### config.mk
export PLATFORM = sky130hd
export DESIGN_NAME = keypad_scan_4x4
export DESIGN_NICKNAME = d
export VERILOG_FILES = /design/src/rtl/keypad_scan_4x4_pkg.sv /design/src/rtl/keypad_scan_4x4_debounce.sv /design/src/rtl/keypad_scan_4x4.sv
export SDC_FILE = /design/constraint.sdc
export NUM_CORES = 1
export LEC_CHECK = 0
export CELL_PAD_IN_SITES_DETAIL_PLACEMENT = 0
export CELL_PAD_IN_SITES_GLOBAL_PLACEMENT = 1
export CORE_MARGIN = 2
export CORE_UTILIZATION = 44
export DETAILED_ROUTE_END_ITERATION = 8
export PLACE_DENSITY = 0.77
export SETUP_SLACK_MARGIN = 0.3
export SLEW_MARGIN = 5
export SYNTH_ARGS = -nofsm -noshare
export SYNTH_HDL_FRONTEND = slang
export SYNTH_HIERARCHICAL = 1
export SYNTH_SLANG_ARGS = --single-unit
### constraint.sdc
create_clock -name clk -period 6.5 [get_ports clk]
set_clock_uncertainty 0.15 [all_clocks]
set_input_delay 1.3 -clock clk [delete_from_list [all_inputs] [get_ports clk]]
set_output_delay 1.3 -clock clk [all_outputs]
set_load 0.02 [all_outputs]
### src/rtl/keypad_scan_4x4_pkg.sv
// Shared types and helpers for the 4x4 keypad scanner: FSM states, frame results,
// column reset pattern and small bit-counting functions.
package keypad_scan_4x4_pkg;

    typedef enum logic [1:0] {
        ST_IDLE    = 2'd0,
        ST_CONFIRM = 2'd1,
        ST_PRESSED = 2'd2
    } kp_state_e;

    typedef enum logic [1:0] {
        FRAME_NONE   = 2'd0,
        FRAME_SINGLE = 2'd1,
        FRAME_MULTI  = 2'd2
    } frame_res_e;

    localparam logic [3:0] COL_RESET = 4'b1110;

    function automatic logic [2:0] popcount4(input logic [3:0] v);
        logic [2:0] n;
        n = '0;
        for (int i = 0; i < 4; i++) begin
            n = n + {2'b00, v[i]};
        end
        return n;
    endfunction

    // Index of the lowest set bit; only meaningful when v is non-zero.
    function automatic logic [1:0] lowest_set(input logic [3:0] v);
        logic [1:0] r;
        r = '0;
        for (int i = 3; i >= 0; i--) begin
            if (v[i]) r = 2'(i);
        end
        return r;
    endfunction

endpackage

### src/rtl/keypad_scan_4x4_debounce.sv
// Frame-level debounce FSM: accepts a single stable key after DEBOUNCE_SCANS frames,
// emits a one-cycle valid pulse and holds key_held until the release is debounced.
module keypad_scan_4x4_debounce
    import keypad_scan_4x4_pkg::*;
#(
    parameter int DEBOUNCE_SCANS = 4
) (
    input  logic       clk,
    input  logic       rst,
    input  logic       frame_done,
    input  logic       frame_single,
    input  logic [3:0] frame_code,
    output logic [3:0] key_code,
    output logic       key_valid,
    output logic       key_held
);

    localparam int CNT_W = $clog2(DEBOUNCE_SCANS + 1);
    localparam logic [CNT_W-1:0] DEB_LAST = CNT_W'(DEBOUNCE_SCANS);
    localparam logic [CNT_W-1:0] CNT_ONE  = CNT_W'(1);

    kp_state_e        state_q, state_d;
    logic [3:0]       cand_q, cand_d;
    logic [CNT_W-1:0] cnt_q, cnt_d;
    logic [CNT_W-1:0] rcnt_q, rcnt_d;
    logic [3:0]       code_q, code_d;
    logic             valid_q, valid_d;
    logic             held_q, held_d;
    logic [CNT_W-1:0] cnt_inc, rcnt_inc;
    logic             same_key;

    assign cnt_inc  = cnt_q + CNT_ONE;
    assign rcnt_inc = rcnt_q + CNT_ONE;
    assign same_key = frame_single && (frame_code == cand_q);

    always_comb begin
        state_d = state_q;
        cand_d  = cand_q;
        cnt_d   = cnt_q;
        rcnt_d  = rcnt_q;
        code_d  = code_q;
        valid_d = 1'b0;
        held_d  = held_q;
        if (frame_done) begin
            unique case (state_q)
                ST_IDLE: begin
                    if (frame_single) begin
                        cand_d = frame_code;
                        cnt_d  = CNT_ONE;
                        if (DEB_LAST == CNT_ONE) begin
                            state_d = ST_PRESSED;
                            code_d  = frame_code;
                            valid_d = 1'b1;
                            held_d  = 1'b1;
                            rcnt_d  = '0;
                        end else begin
                            state_d = ST_CONFIRM;
                        end
                    end
                end
                ST_CONFIRM: begin
                    if (same_key) begin
                        cnt_d = cnt_inc;
                        if (cnt_inc == DEB_LAST) begin
                            state_d = ST_PRESSED;
                            code_d  = cand_q;
                            valid_d = 1'b1;
                            held_d  = 1'b1;
                            rcnt_d  = '0;
                        end
                    end else if (frame_single) begin
                        cand_d = frame_code;
                        cnt_d  = CNT_ONE;
                    end else begin
                        state_d = ST_IDLE;
                        cnt_d   = '0;
                    end
                end
                ST_PRESSED: begin
                    // A different key while held counts toward release, never a new press.
                    if (same_key) begin
                        rcnt_d = '0;
                    end else if (rcnt_inc == DEB_LAST) begin
                        state_d = ST_IDLE;
                        held_d  = 1'b0;
                        cnt_d   = '0;
                        rcnt_d  = '0;
                    end else begin
                        rcnt_d = rcnt_inc;
                    end
                end
                default: begin
                    state_d = ST_IDLE;
                end
            endcase
        end
    end

    always_ff @(posedge clk) begin
        if (rst) begin
            state_q <= ST_IDLE;
            cand_q  <= '0;
            cnt_q   <= '0;
            rcnt_q  <= '0;
            code_q  <= '0;
            valid_q <= 1'b0;
            held_q  <= 1'b0;
        end else begin
            state_q <= state_d;
            cand_q  <= cand_d;
            cnt_q   <= cnt_d;
            rcnt_q  <= rcnt_d;
            code_q  <= code_d;
            valid_q <= valid_d;
            held_q  <= held_d;
        end
    end

    assign key_code  = code_q;
    assign key_valid = valid_q;
    assign key_held  = held_q;

endmodule

### src/rtl/keypad_scan_4x4.sv
// 4x4 keypad scanner: rotates an active-low column strobe, synchronises the rows,
// collects one frame per four columns and hands the frame result to the debouncer.
module keypad_scan_4x4
    import keypad_scan_4x4_pkg::*;
#(
    parameter int SCAN_DIV       = 1000,
    parameter int DEBOUNCE_SCANS = 4
) (
    input  logic       clk,
    input  logic       rst,
    input  logic [3:0] key_row,
    output logic [3:0] key_col,
    output logic [3:0] key_code,
    output logic       key_valid,
    output logic       key_held
);

    localparam int DIV_W = $clog2(SCAN_DIV);
    localparam logic [DIV_W-1:0] DIV_LAST = DIV_W'(SCAN_DIV - 1);

    logic [DIV_W-1:0] div_q, div_d;
    logic [1:0]       col_idx_q, col_idx_d;
    logic [3:0]       key_col_q, key_col_d;
    logic [3:0]       row_s1_q, row_s_q;
    logic [1:0]       fcnt_q, fcnt_d;
    logic [3:0]       fcode_q, fcode_d;

    logic             tick;
    logic [3:0]       pressed;
    logic [2:0]       sum;
    logic [1:0]       fcnt_nx;
    logic [3:0]       code_nx;
    logic             frame_done;
    frame_res_e       frame_res;

    assign tick       = (div_q == DIV_LAST);
    assign frame_done = tick && (col_idx_q == 2'd3);
    assign pressed    = ~row_s_q;

    always_comb begin
        // Saturate the pressed-bit count at 2: only none/one/many matters.
        sum     = {1'b0, fcnt_q} + popcount4(pressed);
        fcnt_nx = (sum >= 3'd2) ? 2'd2 : sum[1:0];
        code_nx = (fcnt_q == 2'd0) ? {lowest_set(pressed), col_idx_q} : fcode_q;
        unique case (fcnt_nx)
            2'd0:    frame_res = FRAME_NONE;
            2'd1:    frame_res = FRAME_SINGLE;
            default: frame_res = FRAME_MULTI;
        endcase
    end

    always_comb begin
        div_d     = div_q + 1'b1;
        col_idx_d = col_idx_q;
        key_col_d = key_col_q;
        fcnt_d    = fcnt_q;
        fcode_d   = fcode_q;
        if (tick) begin
            div_d     = '0;
            col_idx_d = col_idx_q + 2'd1;
            key_col_d = ~(4'b0001 << col_idx_d);
            if (frame_done) begin
                fcnt_d  = '0;
                fcode_d = '0;
            end else begin
                fcnt_d  = fcnt_nx;
                fcode_d = code_nx;
            end
        end
    end

    always_ff @(posedge clk) begin
        if (rst) begin
            div_q     <= '0;
            col_idx_q <= '0;
            key_col_q <= COL_RESET;
            row_s1_q  <= 4'b1111;
            row_s_q   <= 4'b1111;
            fcnt_q    <= '0;
            fcode_q   <= '0;
        end else begin
            div_q     <= div_d;
            col_idx_q <= col_idx_d;
            key_col_q <= key_col_d;
            row_s1_q  <= key_row;
            row_s_q   <= row_s1_q;
            fcnt_q    <= fcnt_d;
            fcode_q   <= fcode_d;
        end
    end

    assign key_col = key_col_q;

    keypad_scan_4x4_debounce #(
        .DEBOUNCE_SCANS(DEBOUNCE_SCANS)
    ) u_debounce (
        .clk         (clk),
        .rst         (rst),
        .frame_done  (frame_done),
        .frame_single(frame_res == FRAME_SINGLE),
        .frame_code  (code_nx),
        .key_code    (key_code),
        .key_valid   (key_valid),
        .key_held    (key_held)
    );

endmodule

==> results_dict.tcl, run 1 <==
# yosys + openroad results
set metrics [dict create \
    setup_viol 0 \
    mux_area_share_pct 5.156 \
    run_status "finished, final reports clean" \
    wl_met1_mm 2.143 \
    final_cell_count_no_fill 341 \
    synthXorXnorAreaFrac_pct 4.375 \
    vias 1791 \
    critPathCaptureType "register" \
    comb_power_share_pct 4.9 \
    die_h_um 77.89 \
    gr-usage-met2_pct 26.21 \
    yosysCellCount 254 \
    p_clk_share_pct 39.9 \
    setup_tns_ns 0 \
    final.setup.worst_slack_ns 2.652 \
    comb-power_uw 26.7 \
    numClockSinks 48 \
    p_seq_uw 300 \
    p_clk_uw 217 \
    relSlewSlack_pct 41.43 \
    wire_per_inst_um 12.81 \
    tightest_slew_ns 0.8785 \
    rsz0062_at_grt "no" \
    final-hold-violation-count 0 \
    yosys_warnings 6 \
    vias_per_cell 5.252 \
    crit_top_cell "fa_1" \
    final_nets 293 \
    fillCellCount 495 \
    slowest_stage "or4b_2" \
    cp_slowest_stage_delay_ns 0.65 \
    ys.flops 48 \
    synth_cell_types 54 \
    post_dp_cell_area_um2 2605 \
    synth-edff-count 0 \
    grt_usage_pct 15.71 \
    diodes 0 \
    die_w_um 77.89 \
]
[run 1: worst register-to-register path: stages, from the launching register on]
cell	delay, ns
dfxtp_1	0.36
inv_1	0.08
fa_1	0.50
inv_1	0.05
fa_1	0.37
fa_1	0.50
nor2_1	0.05
and2_1	0.23
or4b_2	0.66
o32ai_1	0.29
nand4_1	0.18
o311ai_0	0.32
[run 1: sequential cells by signal, indices dropped and copies added (netlist names)]
signal / cells
u_debounce/key_valid: 1
u_debounce/key_held: 1
fcnt_q: 2
col_idx_q: 2
u_debounce/cnt_q: 3
div_q: 10
u_debounce/cand_q: 4
u_debounce/rcnt_q: 3
fcode_q: 4
row_s1_q: 4
u_debounce/key_code: 4
key_col: 4
u_debounce/state_q: 2
row_s_q: 4
[run 1: cell families after synthesis]
| family | after synthesis |
|---|---|
| simple gates | 102 |
| flops | 48 |
| compound gates | 42 |
| buf+inv | 21 |
| fa+ha+maj | 17 |
| xor+xnor | 12 |
| mux | 12 |
[run 1: final cells by class]
type                    count  area [um2]  share of cell area [%]
multi-input cells         185        1355                   49.82
flip-flops and latches     48       960.9                   35.33
repair buffers             15       145.1                   5.336
well taps                  70       87.58                   3.220
clock buffers               5       68.82                   2.530
inverters                  15       56.30                   2.070
clock inverters             3       46.29                   1.702
[run 1: path summary, 6_finish.rpt]
| path | start | end | slack, ns | depth (start not counted) |
|---|---|---|---|---|
| min | row_s1_q[0] | row_s_q[0] | 0.26 | 1 |
| max reg2reg | fcnt_q[0] | u_debounce/cnt_q[2] | 2.65 | 11 |
| max | fcnt_q[0] | u_debounce/cnt_q[2] | 2.65 | 11 |
| min reg2reg | row_s1_q[0] | row_s_q[0] | 0.26 | 1 |
run_1/layer_met1.png
(4 px per um) Supply wires on this layer in grey.
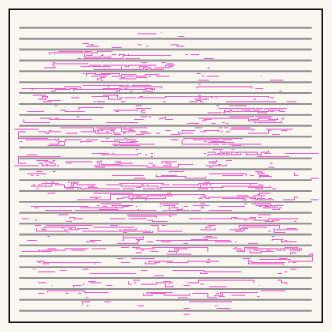
nets with wire on the layer: 270
main direction: horizontal
share of all routed wire: 49%
longest straight run: 25.8 um
wire length on this layer: 2140 um

run_1/wires.png
(4 px per um) Only two layers are drawn.
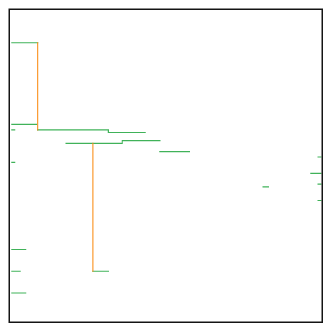
legend:
  metal 3:
    colour: green
    wire_length: 92.0 um
  metal 4:
    colour: orange
    wire_length: 53.7 um

run_1/logic_types.png
(6 px per um)
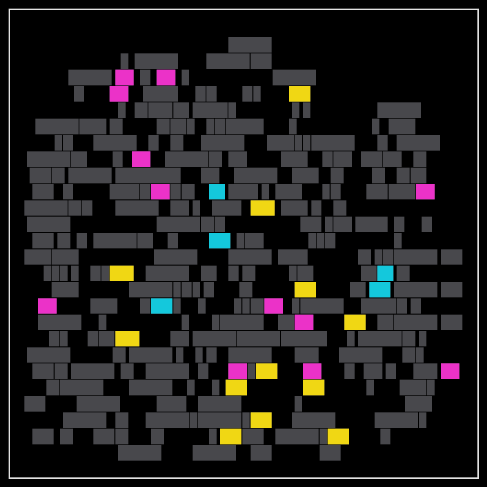
legend:
  XOR/XNOR gates:
    colour: magenta
    cells: 12
    where: widely spread
  multiplexers:
    colour: yellow
    cells: 12
  AND-OR and OR-AND gates:
    colour: cyan
    cells: 5

run_1/detail.png
Region (24, 40) to (54, 70) um. Cells in grey, sequential cells in the stronger grey; small squares are vias.
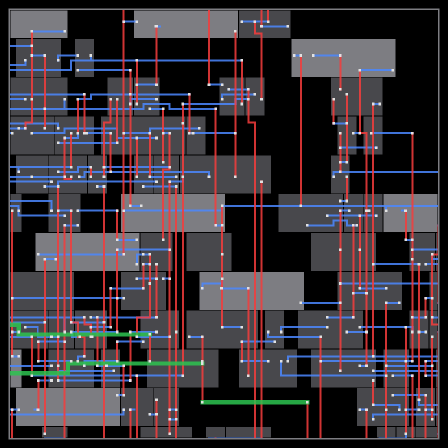
legend:
  metal 2:
    colour: red
  metal 1:
    colour: blue
  metal 3:
    colour: green
most frequent: dfxtp_1 (8), nor2_1 (6)
sequential cells in the window: 8
cells with their middle in the window: 58
netlist names of flops here include: div_q (5), u_debounce/state_q (2)

==> run 1 -> run 2 <==
==> constraint.sdc (replaced) <==
create_clock -name clk -period 3.6 [get_ports clk]
set_clock_uncertainty 0.15 [all_clocks]
set_input_delay 0.72 -clock clk [delete_from_list [all_inputs] [get_ports clk]]
set_output_delay 0.72 -clock clk [all_outputs]
set_load 0.02 [all_outputs]
run_2/detail.png
Region (24, 40) to (54, 70) um. Cells in grey, sequential cells in the stronger grey; small squares are vias.
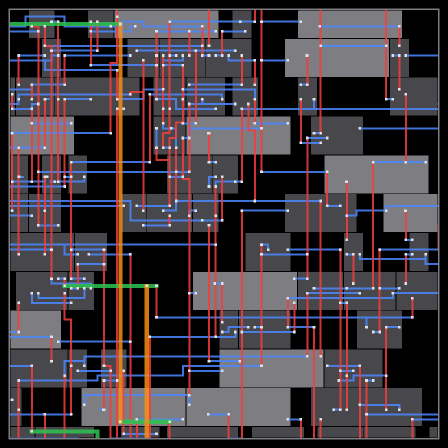
legend:
  metal 1:
    colour: blue
  metal 4:
    colour: orange
  metal 3:
    colour: green
  metal 2:
    colour: red
cells with their middle in the window: 57
most frequent: dfxtp_1 (11), nor2_1 (7), mux2i_1 (5)
sequential cells in the window: 11
netlist names of flops here include: div_q (4), u_debounce/cand_q (4), u_debounce/key_code (2)

run_2/wires.png
(4 px per um) Only two layers are drawn.
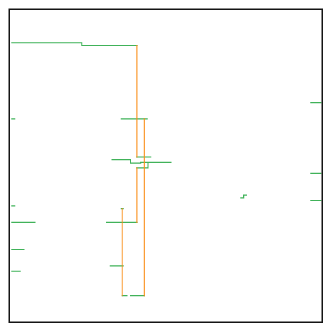
legend:
  metal 3:
    colour: green
    wire_length: 99.2 um
  metal 4:
    colour: orange
    wire_length: 107 um

==> results_dict.tcl, run 2 <==
# yosys + openroad results
set metrics [dict create \
    fillCellCount 497 \
    grt_usage_pct 16.82 \
    wl_met1_mm 2.229 \
    synth.largest_area_cell "dfxtp_1" \
    finalWeightedCongestion 0.7711 \
    netlist_area_um2 2402 \
    crit_buf_inv 3 \
    mux_area_share_pct 5.156 \
    io_pins 16 \
    power.density_nw_per_um2 318.7 \
    cp-start-kind "register" \
    grt_util_met1_pct 20.03 \
    dp_hpwl_mm 3.124 \
    most-common-layout-cells "dfxtp_1 (46), nor2_1 (21), nand2_1 (19)" \
    cts-buffers-inserted 5 \
    regMostFlops "div_q" \
    relSlewSlack_pct 42.64 \
    critPathCaptureType "register" \
    clkTransAtPathRegs_ns 0.09 \
    crit_top_cell "fa_1" \
    portBuffers 15 \
    cts_tree "built" \
    p_clk_uw 308 \
    clockBufferDepth 2 \
    synth-edff-count 0 \
    cp_cell_sequence "inv_2, fa_1, inv_1, fa_2, fa_1, nor2_1, and2_4, buf_4, a21o_1, a221oi_2, mux2_2" \
    top_cells_by_count "dfxtp_1 (48), nor2_1 (21), nand2_1 (20)" \
    p_sw_uw 212.4 \
    grtUsageMet3_pct 2.907 \
    yosys_warnings 6 \
    grt_max_degree 53 \
    wl_met3_um 99 \
    cap_violations 0 \
    netlist.area_leader.share_pct 40.00 \
    synthXorXnorAreaFrac_pct 4.375 \
    diodes 0 \
    vias_per_cell 5.320 \
    setup_viol 0 \
    synthToLayoutAreaGrowth_pct 18.39 \
    dp.cells 335 \
    final_nets 306 \
    vdd_drop_max_v 0.0002013 \
    compound_area_share_pct 11.72 \
    grt_busiest_layer "met2" \
    p_clk_share_pct 34.0 \
    tightest_slew_ns 0.8604 \
    rsz0062_at_grt "yes" \
    clk_latency_ns 0.30 \
    pwr-share-seq_pct 59.7 \
    drv_slew 0 \
    largest_reg_flops 10 \
    final_layout_size_suffix_gt1_share_pct 19.79 \
    yosysCellCount 254 \
    synthesis.nets 277 \
    ys_seq_share_pct 40.00 \
    comb-power_uw 57.0 \
    gr-usage-met2_pct 29.31 \
    die_h_um 77.89 \
    cp_slowest_stage_delay_ns 0.50 \
    hp-class "reg -> reg" \
    layout_top_cell "dfxtp_1" \
    crit_arrival_ns 3.34 \
    cp_max_fo 6 \
    wire_per_inst_um 13.23 \
    sw_frac_of_total_pct 23.43 \
    p_seq_uw 541 \
    comb_power_share_pct 6.3 \
    core.rowCount 26 \
    slowest_stage "fa_1" \
    wl_mm 4.670 \
    ys.flops 48 \
    vias 1878 \
    die_w_um 77.89 \
    synth_cell_types 54 \
    final-hold-violation-count 0 \
    ys.flop_type "dfxtp_1" \
    final_cell_count_no_fill 353 \
    synth-area-yosys_um2 2402 \
    setup_tns_ns 0 \
    run_status "finished, final reports clean" \
    numClockSinks 48 \
    timing.fmax_mhz 303.3 \
]
-- run 2: cell counts after synthesis --
Identical to the previous run, type by type.
-- run 2: final cells by class --
type,instances,area [um2],share of cell area (%)
Timing Repair Buffer,28,242.7,8.535
Tap cell,70,87.58,3.080
Clock buffer,5,68.82,2.420
Sequential cell,48,963.4,33.88
Clock inverter,2,12.51,0.4399
Inverter,15,56.30,1.980
Multi-Input combinational cell,185,1413,49.67
-- run 2: worst register-to-register path, stage by stage, from the launching register on --
cell and delay [ns]:
dfxtp_2 0.34, inv_2 0.04, fa_1 0.50, inv_1 0.05
fa_2 0.34, fa_1 0.48, nor2_1 0.05, and2_4 0.15
buf_4 0.13, a21o_1 0.18, a221oi_2 0.38, mux2_2 0.38
-- run 2: what timing repair did --
action,CTS,global route
setup buffers,7,4
pin swaps,4,3
gates resized,9,6
hold buffers,0,0
setup endpoints to repair,12,13
-- run 2: metrics by stage --
step	setup slack (ns)	util [%]	cell area, um2	hold WS, ns	power [mW]
after CTS	0.2959	54.09	2798	0.2696	0.9244
final	0.3028	54.98	2844	0.2664	0.9065
after floorplan	0.3043	-	2426	0.2395	0.5888
after global placement	0.1880	51.11	2644	0.2415	0.6024
after global routing	0.1331	54.98	2844	0.2849	0.9491
after detailed placement	0.07806	51.11	2644	0.2476	0.6037
-- run 2: path summary, 6_finish.rpt --
check / from / to / slack, ns / cells after the start
worst max-delay path: fcnt_q[0] / u_debounce/state_q[1] / 0.30 / 11
worst max register to register: fcnt_q[0] / u_debounce/state_q[1] / 0.30 / 11
worst min-delay path: row_s1_q[3] / row_s_q[3] / 0.27 / 1
worst min register to register: row_s1_q[3] / row_s_q[3] / 0.27 / 1
Power is estimated from default activity; no workload was simulated.
